<file path="src/rtl/pcs_mon_pkg.sv">
// Shared types, K28.5 codewords and helpers for the PCS TX link monitor.
package pcs_mon_pkg;

    typedef enum logic [1:0] {
        IDLE,
        HUNT,
        TRACK
    } mon_state_e;

    localparam logic [9:0] K28_5_RDN     = 10'b0011111010;
    localparam logic [9:0] K28_5_RDP     = 10'b1100000101;
    localparam int         RESYNC_THRESH = 8;

    function automatic logic [3:0] popcount10(input logic [9:0] sym);
        logic [3:0] n;
        n = '0;
        for (int i = 0; i < 10; i++) begin
            n = n + {3'b000, sym[i]};
        end
        return n;
    endfunction

endpackage

</file>
<file path="src/rtl/pcs_sat_counter.sv">
// Saturating event counter with synchronous clear; clear beats a same-cycle increment.
module pcs_sat_counter #(
    parameter int CNT_W = 8
) (
    input  logic             clk,
    input  logic             rst,
    input  logic             inc,
    input  logic             clr,
    output logic [CNT_W-1:0] cnt
);

    // NOTE: sequential state uses non-blocking assignments so every register samples pre-edge values.
    always_ff @(posedge clk) begin
        if (rst || clr) begin
            cnt <= '0;
        end else if (inc && (cnt != '1)) begin
            cnt <= cnt + CNT_W'(1);
        end
    end

endmodule

</file>
<file path="src/rtl/pcs_tx_link_monitor.sv">
// Watches the PCS TX path: enable->enable_PMA latency, 8b/10b running disparity after comma lock.
// Optional data-hold check on enable deassertion is built when PCS_MON_HOLD_CHECK_EN is defined.
module pcs_tx_link_monitor
    import pcs_mon_pkg::*;
#(
    parameter int LATENCY     = 1,
    parameter int CNT_W       = 8,
    parameter int LOCK_COMMAS = 2
) (
    input  logic             Bit_Rate_10,
    input  logic             Rst,
    input  logic             enable,
    input  logic             enable_PMA,
    input  logic [9:0]       data_out,
    input  logic             clr_cnt,
    output logic             en_err,
    output logic             disp_err,
    output logic             locked,
    output logic             rd_pos,
    output logic [CNT_W-1:0] en_err_cnt,
    output logic [CNT_W-1:0] disp_err_cnt,
    output logic             err_sticky
`ifdef PCS_MON_HOLD_CHECK_EN
    ,
    output logic             hold_err
`endif
);

    localparam int FILL_W = $clog2(LATENCY + 1);

    logic [LATENCY-1:0] en_pipe;
    logic [LATENCY-1:0] en_pipe_next;
    logic [FILL_W-1:0]  fill;
    logic               en_mismatch;

    generate
        if (LATENCY == 1) begin : g_pipe_single
            assign en_pipe_next = enable;
        end else begin : g_pipe_multi
            assign en_pipe_next = {en_pipe[LATENCY-2:0], enable};
        end
    endgenerate

    // No compare until the pipeline holds LATENCY real samples of enable.
    assign en_mismatch = (fill == FILL_W'(LATENCY)) && (en_pipe[LATENCY-1] != enable_PMA);

    always_ff @(posedge Bit_Rate_10) begin
        if (Rst) begin
            en_pipe <= '0;
            fill    <= '0;
            en_err  <= 1'b0;
        end else begin
            en_pipe <= en_pipe_next;
            if (fill != FILL_W'(LATENCY)) begin
                fill <= fill + FILL_W'(1);
            end
            en_err <= en_mismatch;
        end
    end

    mon_state_e state, state_next;
    logic [3:0] comma_cnt, comma_cnt_next;
    logic [3:0] err_run, err_run_next;
    logic       rd_next;
    logic       disp_flag;
    logic       sym_ok;
    logic [3:0] weight;

    // NOTE: every combinational output gets a default first so no path can infer a latch.
    always_comb begin
        state_next     = state;
        comma_cnt_next = comma_cnt;
        err_run_next   = err_run;
        rd_next        = rd_pos;
        disp_flag      = 1'b0;
        sym_ok         = 1'b1;
        weight         = popcount10(data_out);
        if (enable_PMA) begin
            case (state)
                IDLE: state_next = HUNT;
                HUNT: begin
                    if ((data_out == K28_5_RDN) || (data_out == K28_5_RDP)) begin
                        if (comma_cnt == 4'(LOCK_COMMAS - 1)) begin
                            state_next     = TRACK;
                            comma_cnt_next = '0;
                            err_run_next   = '0;
                            rd_next        = (data_out == K28_5_RDN);
                        end else begin
                            comma_cnt_next = comma_cnt + 4'd1;
                        end
                    end else begin
                        comma_cnt_next = '0;
                    end
                end
                TRACK: begin
                    // A 6/4 symbol always forces RD to the polarity it implies, legal or not.
                    case (weight)
                        4'd5: sym_ok = 1'b1;
                        4'd6: begin
                            sym_ok  = !rd_pos;
                            rd_next = 1'b1;
                        end
                        4'd4: begin
                            sym_ok  = rd_pos;
                            rd_next = 1'b0;
                        end
                        default: sym_ok = 1'b0;
                    endcase
                    if (!sym_ok) begin
                        disp_flag = 1'b1;
                        if (err_run == 4'(RESYNC_THRESH - 1)) begin
                            state_next     = HUNT;
                            err_run_next   = '0;
                            comma_cnt_next = '0;
                        end else begin
                            err_run_next = err_run + 4'd1;
                        end
                    end else begin
                        err_run_next = '0;
                    end
                end
                default: state_next = IDLE;
            endcase
        end
    end

    always_ff @(posedge Bit_Rate_10) begin
        if (Rst) begin
            state     <= IDLE;
            comma_cnt <= '0;
            err_run   <= '0;
            rd_pos    <= 1'b0;
            disp_err  <= 1'b0;
        end else begin
            state     <= state_next;
            comma_cnt <= comma_cnt_next;
            err_run   <= err_run_next;
            rd_pos    <= rd_next;
            disp_err  <= disp_flag;
        end
    end

    assign locked = (state == TRACK);

    logic disp_inc;

`ifdef PCS_MON_HOLD_CHECK_EN
    logic       prev_pma;
    logic [9:0] prev_data;
    logic       hold_flag;

    assign hold_flag = !enable && prev_pma && (data_out != prev_data);
    assign disp_inc  = disp_flag | hold_flag;

    always_ff @(posedge Bit_Rate_10) begin
        if (Rst) begin
            prev_pma  <= 1'b0;
            prev_data <= '0;
            hold_err  <= 1'b0;
        end else begin
            prev_pma  <= enable_PMA;
            prev_data <= data_out;
            hold_err  <= hold_flag;
        end
    end
`else
    assign disp_inc = disp_flag;
`endif

    always_ff @(posedge Bit_Rate_10) begin
        if (Rst || clr_cnt) begin
            err_sticky <= 1'b0;
        end else if (en_mismatch || disp_inc) begin
            err_sticky <= 1'b1;
        end
    end

    pcs_sat_counter #(.CNT_W(CNT_W)) u_en_cnt (
        .clk (Bit_Rate_10),
        .rst (Rst),
        .inc (en_mismatch),
        .clr (clr_cnt),
        .cnt (en_err_cnt)
    );

    pcs_sat_counter #(.CNT_W(CNT_W)) u_disp_cnt (
        .clk (Bit_Rate_10),
        .rst (Rst),
        .inc (disp_inc),
        .clr (clr_cnt),
        .cnt (disp_err_cnt)
    );

endmodule

</file>
<file path="config.mk">
export PLATFORM = sky130hd
export DESIGN_NAME = pcs_tx_link_monitor
export DESIGN_NICKNAME = d
export VERILOG_FILES = /design/src/rtl/pcs_mon_pkg.sv /design/src/rtl/pcs_sat_counter.sv /design/src/rtl/pcs_tx_link_monitor.sv
export SDC_FILE = /design/constraint.sdc
export NUM_CORES = 1
export LEC_CHECK = 0
export CORE_MARGIN = 4
export CORE_UTILIZATION = 38
export CTS_BUF_LIST = sky130_fd_sc_hd__clkbuf_16
export DETAILED_ROUTE_END_ITERATION = 8
export MAX_ROUTING_LAYER = met4
export PLACE_DENSITY = 0.66
export SLEW_MARGIN = 10
export SYNTH_ARGS = -nofsm -noshare
export SYNTH_HDL_FRONTEND = slang
export SYNTH_SLANG_ARGS = --single-unit
</file>
<file path="constraint.sdc">
create_clock -name Bit_Rate_10 -period 4.4 [get_ports Bit_Rate_10]
set_clock_uncertainty 0.15 [all_clocks]
set_input_delay 0.44 -clock Bit_Rate_10 [delete_from_list [all_inputs] [get_ports Bit_Rate_10]]
set_output_delay 0.44 -clock Bit_Rate_10 [all_outputs]
set_load 0.01 [all_outputs]
</file>
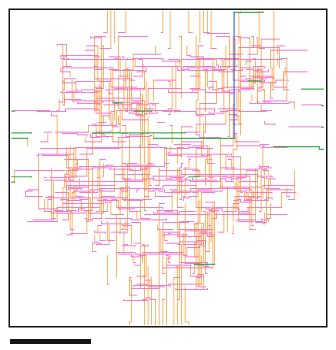
(run_1/layers.png)
Scale bar: 20 um.
M3: shown in green, wire length 101 um. M4: shown in blue, wire length 31.3 um. M1: shown in magenta, wire length 2030 um. M2: shown in orange, wire length 2020 um.

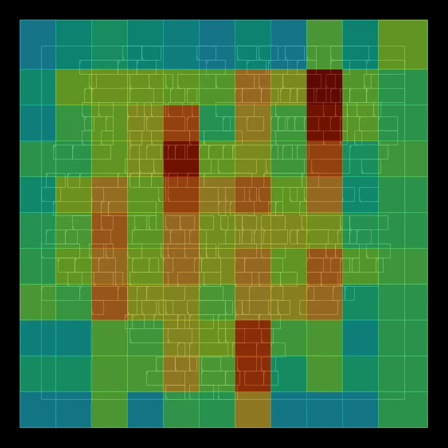
(run_1/congestion_map.png)
Post-Route Utilization: 54.00%
met2 capacity usage during global routing: 23.29%

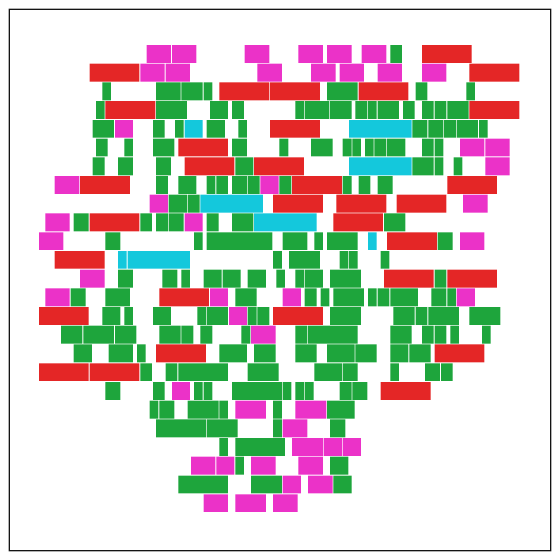
(run_1/class_map.png)
remaining buffers and delay cells: shown in magenta, cells 48. remaining logic cells: shown in green, cells 177. clock drivers and dummy loads: shown in cyan, cells 8. registers: shown in red, cells 32.

==> notes.md, run 1 <==
fresh numbers from the pnr run: top cells by area, synth sky130_fd_sc_hd__dfxtp_1, sky130_fd_sc_hd__ha_1, sky130_fd_sc_hd__fa_1, combinational family with the most area after synthesis simple AND/OR/NAND/NOR gates, total track usage between 10% and 20%, Bufs on Longest Clock Path 2, final worst setup slack 123.6 ps, full die area between 6000 and 7000 um2, Max Transition Viols Final 0, layout filler cell count ~450, chip width 78.47 um, via count 1650, number of rows in the core area 25, number of clock sinks seen by CTS 32, reg2reg path depth 6, number of buffers created by CTS 5, ordered cell list for the critical path clkdlybuf4s50_1, fa_1, fa_1, inv_1, fa_1, inv_1, ha_1, inv_1, fa_1, xnor2_1, buf_4, o211ai_1, or4_1, a21oi_1, area of the core region 4755 um2, Clock Buffer Count 5, Top Family by Delay on Critical Path adder cells, warnings from Yosys 0, met3 routed wirelength 101 um, kind of critical path in2reg, synthesis-to-layout area growth 36.07%, Post-CTS Setup Repair Bufs 0, Seq cells 32, instance count along the most critical hold path 2, setup slack after placement -256.5 ps, delay of the slowest critical-path stage about 530 ps, area fraction in compound gates 15.72%, number of warnings in the stage logs 33, group with the largest share of power clock, vias per cell just under 5, run status finished clean, endpoint required time on the critical path between 4000 and 5000 ps, master cell of the clock root buffer sky130_fd_sc_hd__clkbuf_16, Highest Clock Rate 233.8 MHz, Max VDD drop 217.8 uV, remaining number of nets flagged by the antenna check after routing 0, worst hold slack across all endpoints 344.8 ps, end of the worst register-to-register path state[0], Plain + repair buffers between 40 and 50, number of antenna diodes 0, category of the worst setup path capture point flip-flop, cell class with the largest area share logic gates, tightest slew margin relative to the limit 53.71%, Pre-Repair DR Iteration Count 4, ratio of cells with drive above 1 in the final layout 10.57%, count of flip-flops with a built-in enable after synthesis 0, library cell appearing most often on the critical path sky130_fd_sc_hd__fa_1, Most common reg cell sky130_fd_sc_hd__dfxtp_1, power in the clock group 0.000322 W, Die H 78.47 um, layout multi-input combinational cell count between 150 and 200, clock group share of total power a little under two fifths, combined area of the multi-input logic cells 1181 um2, combinational power 0.000230 W, total routed wirelength 4181 um, buffers and inverters on the worst path 5, Min-Delay Path Class reg2reg, number of cells on the critical path 14, source of the worst register-to-register timing path comma_cnt[0], Post-Synthesis Net Count 249, most instantiated library cell after synthesis sky130_fd_sc_hd__dfxtp_1, CP Capture Point u_disp_cnt.cnt[7], total of buffers placed on input and output ports 35, ports placed on the boundary 36, met2 wire len between 2000 and 2500 um, M1 wire length 2032 um, count of inverters not on the clock network in the layout 17, violation count after the first detailed-route iteration 49, power after layout 0.0008544 W, global-route met1 utilization 19.18%, gp weighted congestion around 0.84
==> run 1 -> run 2 <==
--- a/config.mk
+++ b/config.mk
@@ -11,7 +11,7 @@
 export DETAILED_ROUTE_END_ITERATION = 8
 export MAX_ROUTING_LAYER = met4
 export PLACE_DENSITY = 0.66
-export SLEW_MARGIN = 10
+export SLEW_MARGIN = 30
 export SYNTH_ARGS = -nofsm -noshare
 export SYNTH_HDL_FRONTEND = slang
 export SYNTH_SLANG_ARGS = --single-unit
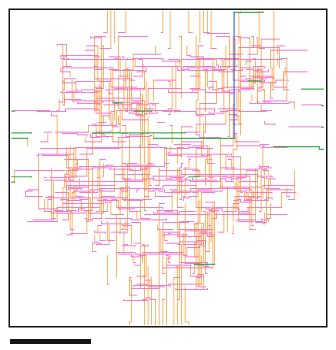
(run_2/layers.png)
Scale bar: 20 um.
M3: shown in green, wire length 101 um. M4: shown in blue, wire length 31.3 um. M2: shown in orange, wire length 2020 um. M1: shown in magenta, wire length 2030 um.

==> notes.md, run 2 <==
fresh numbers from the pnr run: remaining number of nets flagged by the antenna check after routing 0 (unchanged), group with the largest share of power clock, endpoint required time on the critical path 4450 ps (about the same), top cells by area, synth sky130_fd_sc_hd__dfxtp_1, sky130_fd_sc_hd__ha_1, sky130_fd_sc_hd__fa_1, run status finished clean, layout multi-input combinational cell count 160 (unchanged), vias per cell 4.970 (unchanged), violation count after the first detailed-route iteration 49 (unchanged), area of the core region 4755 um2 (unchanged), Top cells excl fill/tap sky130_fd_sc_hd__dfxtp_1, sky130_fd_sc_hd__clkdlybuf4s50_1, sky130_fd_sc_hd__nor2_1, chip width 78.47 um (unchanged), Plain + repair buffers 48 (unchanged), setup slack after placement -256.5 ps (unchanged), ordered cell list for the critical path clkdlybuf4s50_1, fa_1, fa_1, inv_1, fa_1, inv_1, ha_1, inv_1, fa_1, xnor2_1, buf_4, o211ai_1, or4_1, a21oi_1, Die H 78.47 um (unchanged), cell class with the largest area share logic gates, count of inverters not on the clock network in the layout 17 (unchanged), reg2reg path depth 6 (unchanged), Bufs on Longest Clock Path 2 (unchanged), via count 1650 (unchanged), ports placed on the boundary 36 (unchanged), count of flip-flops with a built-in enable after synthesis 0 (unchanged), Seq cells 32 (unchanged), number of clock sinks seen by CTS 32 (unchanged), Pre-Repair DR Iteration Count 4 (unchanged), number of cells on the critical path 14 (unchanged), total routed wirelength 4181 um (unchanged), met2 capacity usage during global routing 23.29% (unchanged), met2 wire len 2017 um (unchanged), category of the worst setup path capture point flip-flop, number of rows in the core area 25 (unchanged), final worst setup slack 123.6 ps (unchanged), source of the worst register-to-register timing path comma_cnt[0], power in the clock group 0.000322 W (about the same), tightest slew margin relative to the limit 53.71% (unchanged), power after layout 0.0008544 W (unchanged), total of buffers placed on input and output ports 35 (unchanged), Highest Clock Rate 233.8 MHz (unchanged), Post-Synthesis Net Count 249 (unchanged), Min-Delay Path Class reg2reg, Most common reg cell sky130_fd_sc_hd__dfxtp_1, number of warnings in the stage logs 33 (unchanged), gp weighted congestion 0.8365 (unchanged), total track usage 14.79% (unchanged), warnings from Yosys 0 (unchanged), final setup fails 0, most instantiated library cell after synthesis sky130_fd_sc_hd__dfxtp_1, synthesis-to-layout area growth 36.07% (unchanged), layout filler cell count 452 (unchanged), ratio of cells with drive above 1 in the final layout 10.57% (unchanged), Top Family by Delay on Critical Path adder cells, combinational family with the most area after synthesis simple AND/OR/NAND/NOR gates, full die area 6157 um2 (unchanged), library cell appearing most often on the critical path sky130_fd_sc_hd__fa_1, Max VDD drop 217.8 uV (unchanged), met3 routed wirelength 101 um (unchanged), Max Transition Viols Final 0 (unchanged), combinational power 0.000230 W (about the same), combined area of the multi-input logic cells 1181 um2 (unchanged), number of antenna diodes 0 (unchanged), clock group share of total power 37.7% (about the same), area fraction in compound gates 15.72% (unchanged), power consumed by sequential cells 0.000302 W, worst hold slack across all endpoints 344.8 ps (unchanged), CP Capture Point u_disp_cnt.cnt[7], instance count along the most critical hold path 2 (unchanged), buffers and inverters on the worst path 5 (unchanged), Post-Route Utilization 54.00% (unchanged), Post-CTS Setup Repair Bufs 0 (unchanged)
Power is estimated from default activity; no workload was simulated.
